$ cat src/rtl/cache_types.sv
// Shared coherence types: response-bus message format and arbiter FSM states.
package cache_types;

  typedef struct packed {
    logic        valid;
    logic [2:0]  msg_type;
    logic [3:0]  source;
    logic [2:0]  way;
    logic [31:0] addr;
  } resp_msg_t;

  typedef enum logic [0:0] {
    ARB   = 1'b0,
    BCAST = 1'b1
  } arb_state_t;

endpackage

$ cat src/rtl/rr_priority_picker.sv
// Combinational round-robin picker: first set req bit searching upward from ptr,
// wrapping N-1 -> 0; N need not be a power of two.
module rr_priority_picker #(
  parameter int N = 4,
  parameter int W = (N > 1) ? $clog2(N) : 1
) (
  input  logic [N-1:0] req_i,
  input  logic [W-1:0] ptr_i,
  output logic [N-1:0] gnt_o,
  output logic [W-1:0] idx_o,
  output logic         any_o
);

  logic [W:0]   sum_s;
  logic [W-1:0] cand_s;
  logic         hit_s;

  // Scan N candidates starting at ptr; the first hit wins and masks the rest.
  always_comb begin
    gnt_o  = '0;
    idx_o  = '0;
    any_o  = 1'b0;
    sum_s  = '0;
    cand_s = '0;
    hit_s  = 1'b0;
    for (int i = 0; i < N; i++) begin
      sum_s         = {1'b0, ptr_i} + (W+1)'(i);
      cand_s        = (sum_s >= (W+1)'(N)) ? W'(sum_s - (W+1)'(N)) : W'(sum_s);
      hit_s         = ~any_o & req_i[cand_s];
      gnt_o[cand_s] = gnt_o[cand_s] | hit_s;
      idx_o         = hit_s ? cand_s : idx_o;
      any_o         = any_o | hit_s;
    end
  end

endmodule

$ cat src/rtl/resp_bus_arbiter.sv
// Coherence response-bus arbiter: round-robin grant in ARB, one-cycle broadcast
// of the granted message in BCAST; any busy line stalls new grants.
module resp_bus_arbiter
  import cache_types::*;
#(
  parameter int NUM_REQ = 4,
  parameter int IDX_W   = (NUM_REQ > 1) ? $clog2(NUM_REQ) : 1
) (
  input  logic                     clk,
  input  logic                     rst,
  input  logic [NUM_REQ-1:0]       resp_bus_req,
  input  resp_msg_t [NUM_REQ-1:0]  resp_bus_tx,
  input  logic [NUM_REQ-1:0]       resp_bus_busy,
  output logic [NUM_REQ-1:0]       resp_bus_gnt,
  output resp_msg_t                resp_bus_msg,
  output logic [IDX_W-1:0]         bus_owner
);

  arb_state_t         state_q, state_d;
  logic [IDX_W-1:0]   rr_ptr_q, rr_ptr_d;
  logic [IDX_W-1:0]   owner_q, owner_d;
  resp_msg_t          msg_q, msg_d;

  logic [NUM_REQ-1:0] pick_gnt_s;
  logic [IDX_W-1:0]   pick_idx_s;
  logic               pick_any_s;
  logic               busy_any_s;
  logic               grant_s;

  rr_priority_picker #(
    .N (NUM_REQ),
    .W (IDX_W)
  ) u_picker (
    .req_i (resp_bus_req),
    .ptr_i (rr_ptr_q),
    .gnt_o (pick_gnt_s),
    .idx_o (pick_idx_s),
    .any_o (pick_any_s)
  );

  assign busy_any_s = |resp_bus_busy;
  assign grant_s    = (state_q == ARB) && !busy_any_s && pick_any_s && !rst;

  // Next-state: latch the winner's message on a grant; drop valid after BCAST.
  always_comb begin
    state_d  = state_q;
    rr_ptr_d = rr_ptr_q;
    owner_d  = owner_q;
    msg_d    = msg_q;
    case (state_q)
      ARB: begin
        if (grant_s) begin
          msg_d       = resp_bus_tx[pick_idx_s];
          msg_d.valid = 1'b1;
          owner_d     = pick_idx_s;
          rr_ptr_d    = (pick_idx_s == IDX_W'(NUM_REQ - 1)) ? '0 : pick_idx_s + IDX_W'(1);
          state_d     = BCAST;
        end else begin
          state_d = ARB;
        end
      end
      BCAST: begin
        msg_d.valid = 1'b0;
        state_d     = ARB;
      end
      default: begin
        msg_d.valid = 1'b0;
        state_d     = ARB;
      end
    endcase
  end

  // State, pointer, owner and broadcast registers.
  always_ff @(posedge clk or posedge rst) begin
    if (rst) begin
      state_q  <= ARB;
      rr_ptr_q <= '0;
      owner_q  <= '0;
      msg_q    <= '0;
    end else begin
      state_q  <= state_d;
      rr_ptr_q <= rr_ptr_d;
      owner_q  <= owner_d;
      msg_q    <= msg_d;
    end
  end

  assign resp_bus_gnt = grant_s ? pick_gnt_s : '0;
  assign resp_bus_msg = msg_q;
  assign bus_owner    = owner_q;

endmodule

$ cat config.mk
export PLATFORM = sky130hd
export DESIGN_NAME = resp_bus_arbiter
export DESIGN_NICKNAME = d
export VERILOG_FILES = /design/src/rtl/cache_types.sv /design/src/rtl/rr_priority_picker.sv /design/src/rtl/resp_bus_arbiter.sv
export SDC_FILE = /design/constraint.sdc
export NUM_CORES = 1
export LEC_CHECK = 0
export ABC_AREA = 0
export CORE_MARGIN = 4
export CORE_UTILIZATION = 40
export CTS_CLUSTER_SIZE = 12
export DETAILED_ROUTE_END_ITERATION = 10
export HOLD_SLACK_MARGIN = 0.03
export PLACE_DENSITY_LB_ADDON = 0.08
export SYNTH_ARGS = -nofsm -noshare
export SYNTH_HDL_FRONTEND = slang
export SYNTH_SLANG_ARGS = --single-unit
$ cat constraint.sdc
create_clock -name clk -period 9.3 [get_ports clk]
set_clock_uncertainty 0.2 [all_clocks]
set_input_delay 0.93 -clock clk [delete_from_list [all_inputs] [get_ports clk]]
set_output_delay 0.93 -clock clk [all_outputs]
set_load 0.01 [all_outputs]
**Run 1: signal wires on met3**

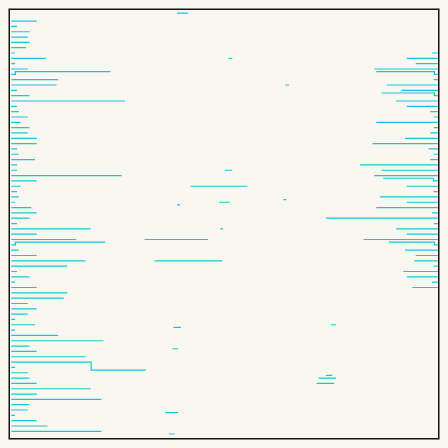
The wires run mostly horizontal. The longest straight run is 28.8 um. 134 nets have wire on it. The layer carries 1050 um of wire. The layer holds 8.3% of the routed length.
via count: 3899
met3 Usage GRT: 5.68%
final wirelength: 12700 um

**Run 1: the metal 2 layer**

Cells faint in the background.
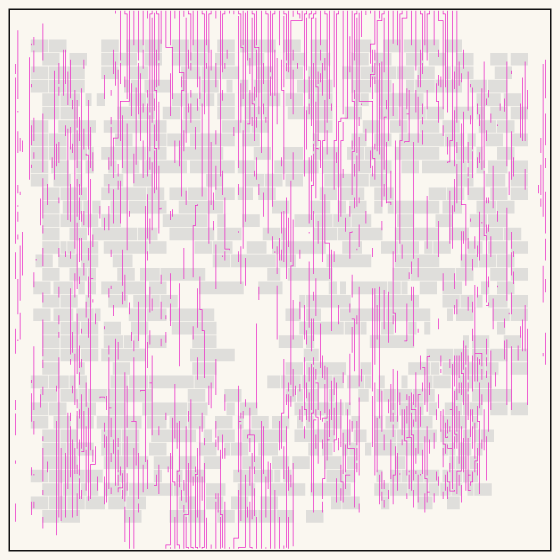
681 nets have wire on it. The wires run mostly vertical.
met2 Track Usage GR: 37.3%

**Run 1: routing congestion map**

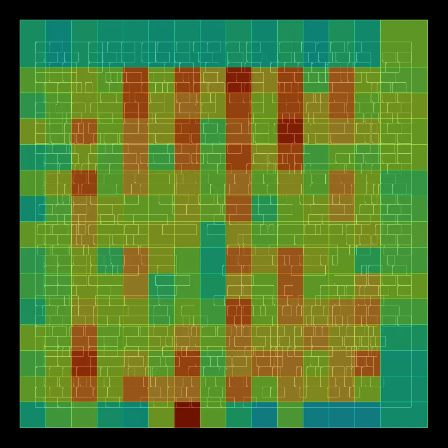
Tot GR Track Use: 20.3%
met1 Track Usage GR: 23.4%
fin util: 65.2%

==> impl_metrics.ini, run 1 <==
; implementation run metrics
[status]
status = finished, final reports clean

[cells_and_area]
seq_cells = 48
dominant_cells = logic gates
drive_gt1_share_pct = 11.1
inv_count = 9
comb_area_share_pct = 41.2
syn2layout_area_growth_pct = 56.9
clock_buffers = 6
nNetsFinal = 806
final_layout_top_logic_cells = 226 x clkdlybuf4s50_1, 57 x nor2_1, 48 x mux2i_1, 48 x dfrtp_1, 47 x a21oi_1

[drt]
wl_met2_um = 6570
wire_per_inst_um = 16.8
dr.pass1.iters = 4

[pwr]
p_per_area_mw_per_mm2 = 327
maxPowerGroup = combinational cells
p_leak_nw = 2.62
comb_power_mw = 1.58

[setup_path]
cp.required_ps = 8170
cp_max_fo = 26
r2r_slack_ps = 4010

[logic_synthesis]
most_common_cell = nor2_1
synth.distinct_cells = 58
ff_type = dfrtp_1
ys_seq_share_pct = 29.3
syn_nets = 607

[hold_path]
hp-start = resp_bus_msg[42]
hold-path-cell-count = 1
holdPathEnd = resp_bus_msg[42]

[timing]
fmax_mhz = 165
setup_tns_ps = 0
hold_viol_final = 0
period_needed_ps = 6060
setup_ws_ps = 3240

[clock_tree]
cts_buffers = 5
cts_resized = 0

[grt]
overflow = 0
busiest_layer = met2

[die]
die_h_um = 109

[placement]
hpwl_um = 10100
**Run 1: metal 1**

Scale bar: 20 um. Supply wires on this layer in grey.
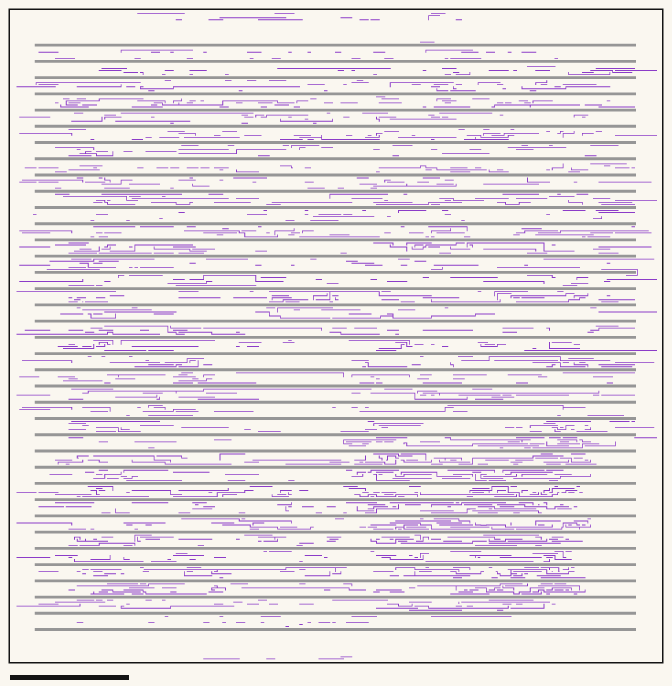

==> run 2: changes to the inputs <==
- CORE_UTILIZATION: 40 -> 36
- clock period: 9.3 -> 5 ns (I/O delays scaled with it)
**Run 2: metal 1**

Scale bar: 20 um. Supply wires on this layer in grey.
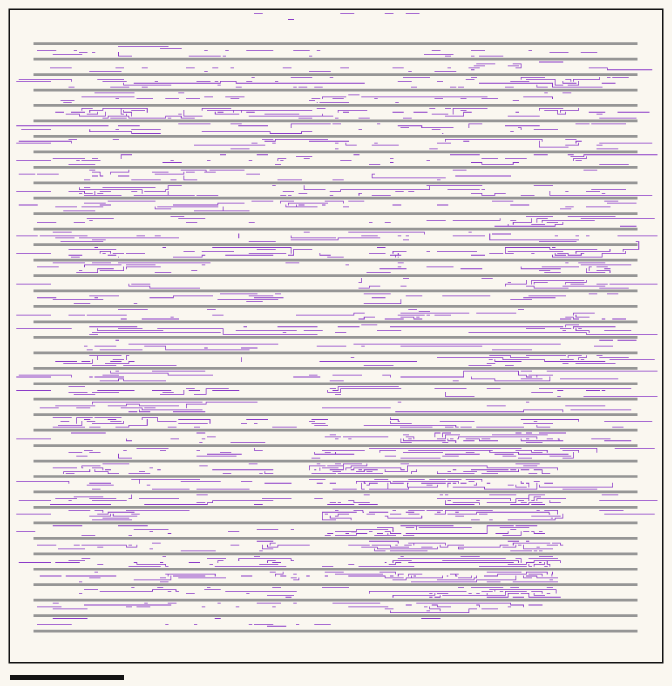
The layer holds 39% of the routed length. 690 nets have wire on it.
met1 Track Usage GR: 22.0%
final wirelength: 12900 um
via count: 3927

**Run 2: signal wires on met3**

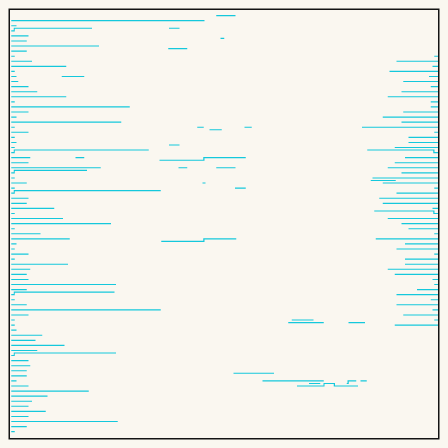
The layer holds 11% of the routed length. 152 nets have wire on it. The wires run mostly horizontal.
met3 Usage GRT: 7.24%

==> run 2 against run 1 <==
Effect of this change: synthesized area unchanged; first-iteration DRC count up 5.4%; die size rose by 10%; power grew 97%; clock power rose to 2.9 times the previous value; critical path depth did not move; register-to-register slack lost 2600 ps; worst hold slack worse by 7.0 ps; count of clock-buffer cells in the layout is 1 lower; sequential share of layout area shrank 0.46 points; worst setup slack lost 3000 ps; largest cell class unchanged.
==> impl_metrics.ini, run 2 <==
; implementation run metrics
[hold_path]
holdPathEnd = resp_bus_msg[42]
hp-start = resp_bus_msg[42]
hold-path-cell-count = 1

[logic_synthesis]
ys_sh_aoi_pct = 13.8
syn_nets = 607
yosys.area_share.xor_xnor_pct = 0.427
ys_seq_share_pct = 29.3
most_common_cell = nor2_1
top_area_share_pct = 29.3
synth.distinct_cells = 58
adder_share_pct = 1.22
ff_type = dfrtp_1

[cells_and_area]
syn2layout_area_growth_pct = 60.9
fin_util_pct = 60.1
comb_area_share_pct = 40.5
drive_gt1_share_pct = 12.4
nNetsFinal = 813
clock_buffers = 5
mostFrequentLayoutCell = clkdlybuf4s50_1
final_layout_top_logic_cells = 226 x clkdlybuf4s50_1, 57 x nor2_1, 48 x dfrtp_1, 47 x mux2i_1, 47 x a21oi_1
seq_cells = 48

[drt]
wire_per_inst_um = 16.7
wl_met2_um = 6270
dr.pass1.iters = 4

[pwr]
p_leak_nw = 2.69
comb_power_mw = 3.09
p_per_area_mw_per_mm2 = 630
maxPowerGroup = combinational cells
p_int_mw = 2.35

[die]
die_h_um = 115

[timing]
fmax_mhz = 212
setup_tns_ps = 0
setup_ws_ps = 272
period_needed_ps = 4730
hold_viol_final = 0
slew_violations = 0

[grt]
grt_max_degree = 87
grtUsageMet2_pct = 32.6
overflow = 0
track_usage_pct = 18.8

[placement]
place_area_mm2 = 0.00641
hpwl_um = 10100

[status]
status = finished, final reports clean

[clock_tree]
cts_buffers = 5

[setup_path]
start_kind = primary input
crit_path_max_incr_delay_ps = 650
r2r_slack_ps = 1380
==> run 3: changes to the inputs <==
- CTS_BUF_LIST: not set -> sky130_fd_sc_hd__clkbuf_16
**Run 3: metal 1**

Scale bar: 20 um. Supply wires on this layer in grey.
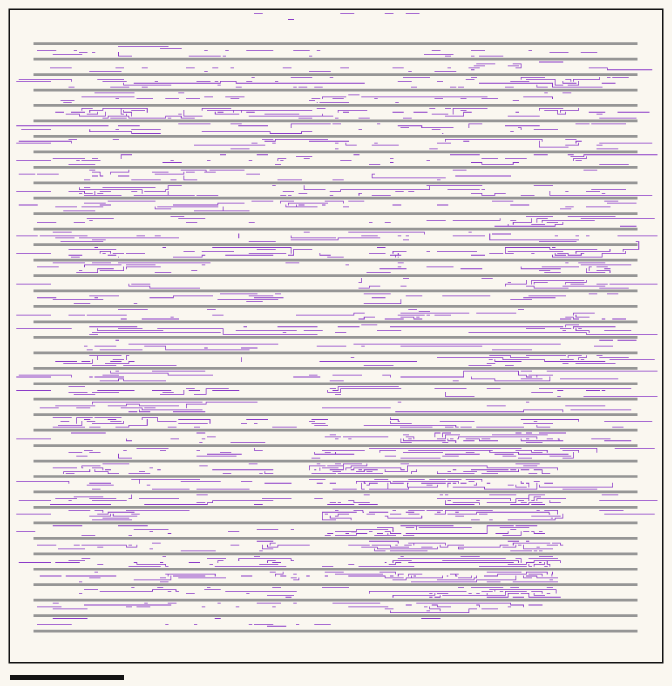
The wires run mostly horizontal. The layer holds 39% of the routed length. 690 nets have wire on it. The longest straight run is 36.3 um.

**Run 3: the metal 4 layer**

Scale bar: 20 um. Supply wires on this layer in grey.
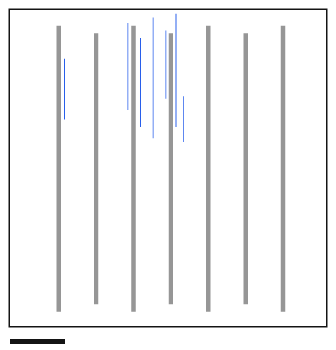
The wires run mostly vertical. The layer holds 1.6% of the routed length. The longest straight run is 43.5 um. The layer carries 210 um of wire.

==> run 3 against run 2 <==
Effect of this change: sequential share of layout area stayed put; clock power about the same; power is the same; wire length unchanged; via count did not move; final cell count unchanged; register-to-register slack is essentially flat; sequential cell count stayed put; maximum frequency unchanged; first-iteration DRC count unchanged; critical endpoint unchanged.
==> impl_metrics.ini, run 3 <==
; implementation run metrics
[status]
status = finished, final reports clean

[logic_synthesis]
ff_type = dfrtp_1
syn_nets = 607
most_common_cell = nor2_1
ys_sh_aoi_pct = 13.8
top_area_share_pct = 29.3
adder_share_pct = 1.22
ys_seq_share_pct = 29.3
yosys.area_share.xor_xnor_pct = 0.427

[cells_and_area]
final_layout_top_logic_cells = 226 x clkdlybuf4s50_1, 57 x nor2_1, 48 x dfrtp_1, 47 x mux2i_1, 47 x a21oi_1
nNetsFinal = 813
mostFrequentLayoutCell = clkdlybuf4s50_1
fin_util_pct = 60.1
seq_cells = 48
drive_gt1_share_pct = 12.4
clock_buffers = 5
syn2layout_area_growth_pct = 60.9

[hold_path]
hold-path-cell-count = 1

[setup_path]
start_kind = primary input
r2r_slack_ps = 1380
crit_path_max_incr_delay_ps = 650

[die]
die_h_um = 115

[timing]
period_needed_ps = 4730
hold_viol_final = 0
setup_ws_ps = 272
slew_violations = 0
fmax_mhz = 212

[drt]
wire_per_inst_um = 16.7
drt_wl_total_um = 12900
vias = 3927
wl_met2_um = 6270
dr.pass1.iters = 4

[pwr]
p_leak_nw = 2.69
p_int_mw = 2.35
comb_power_mw = 3.09
p_per_area_mw_per_mm2 = 630

[placement]
place_area_mm2 = 0.00641

[grt]
use_met1_pct = 22.0
track_usage_pct = 18.8

[clock_tree]
cts_buffers = 5
Power figures rest on the tool's default switching activity, not on a simulated workload.
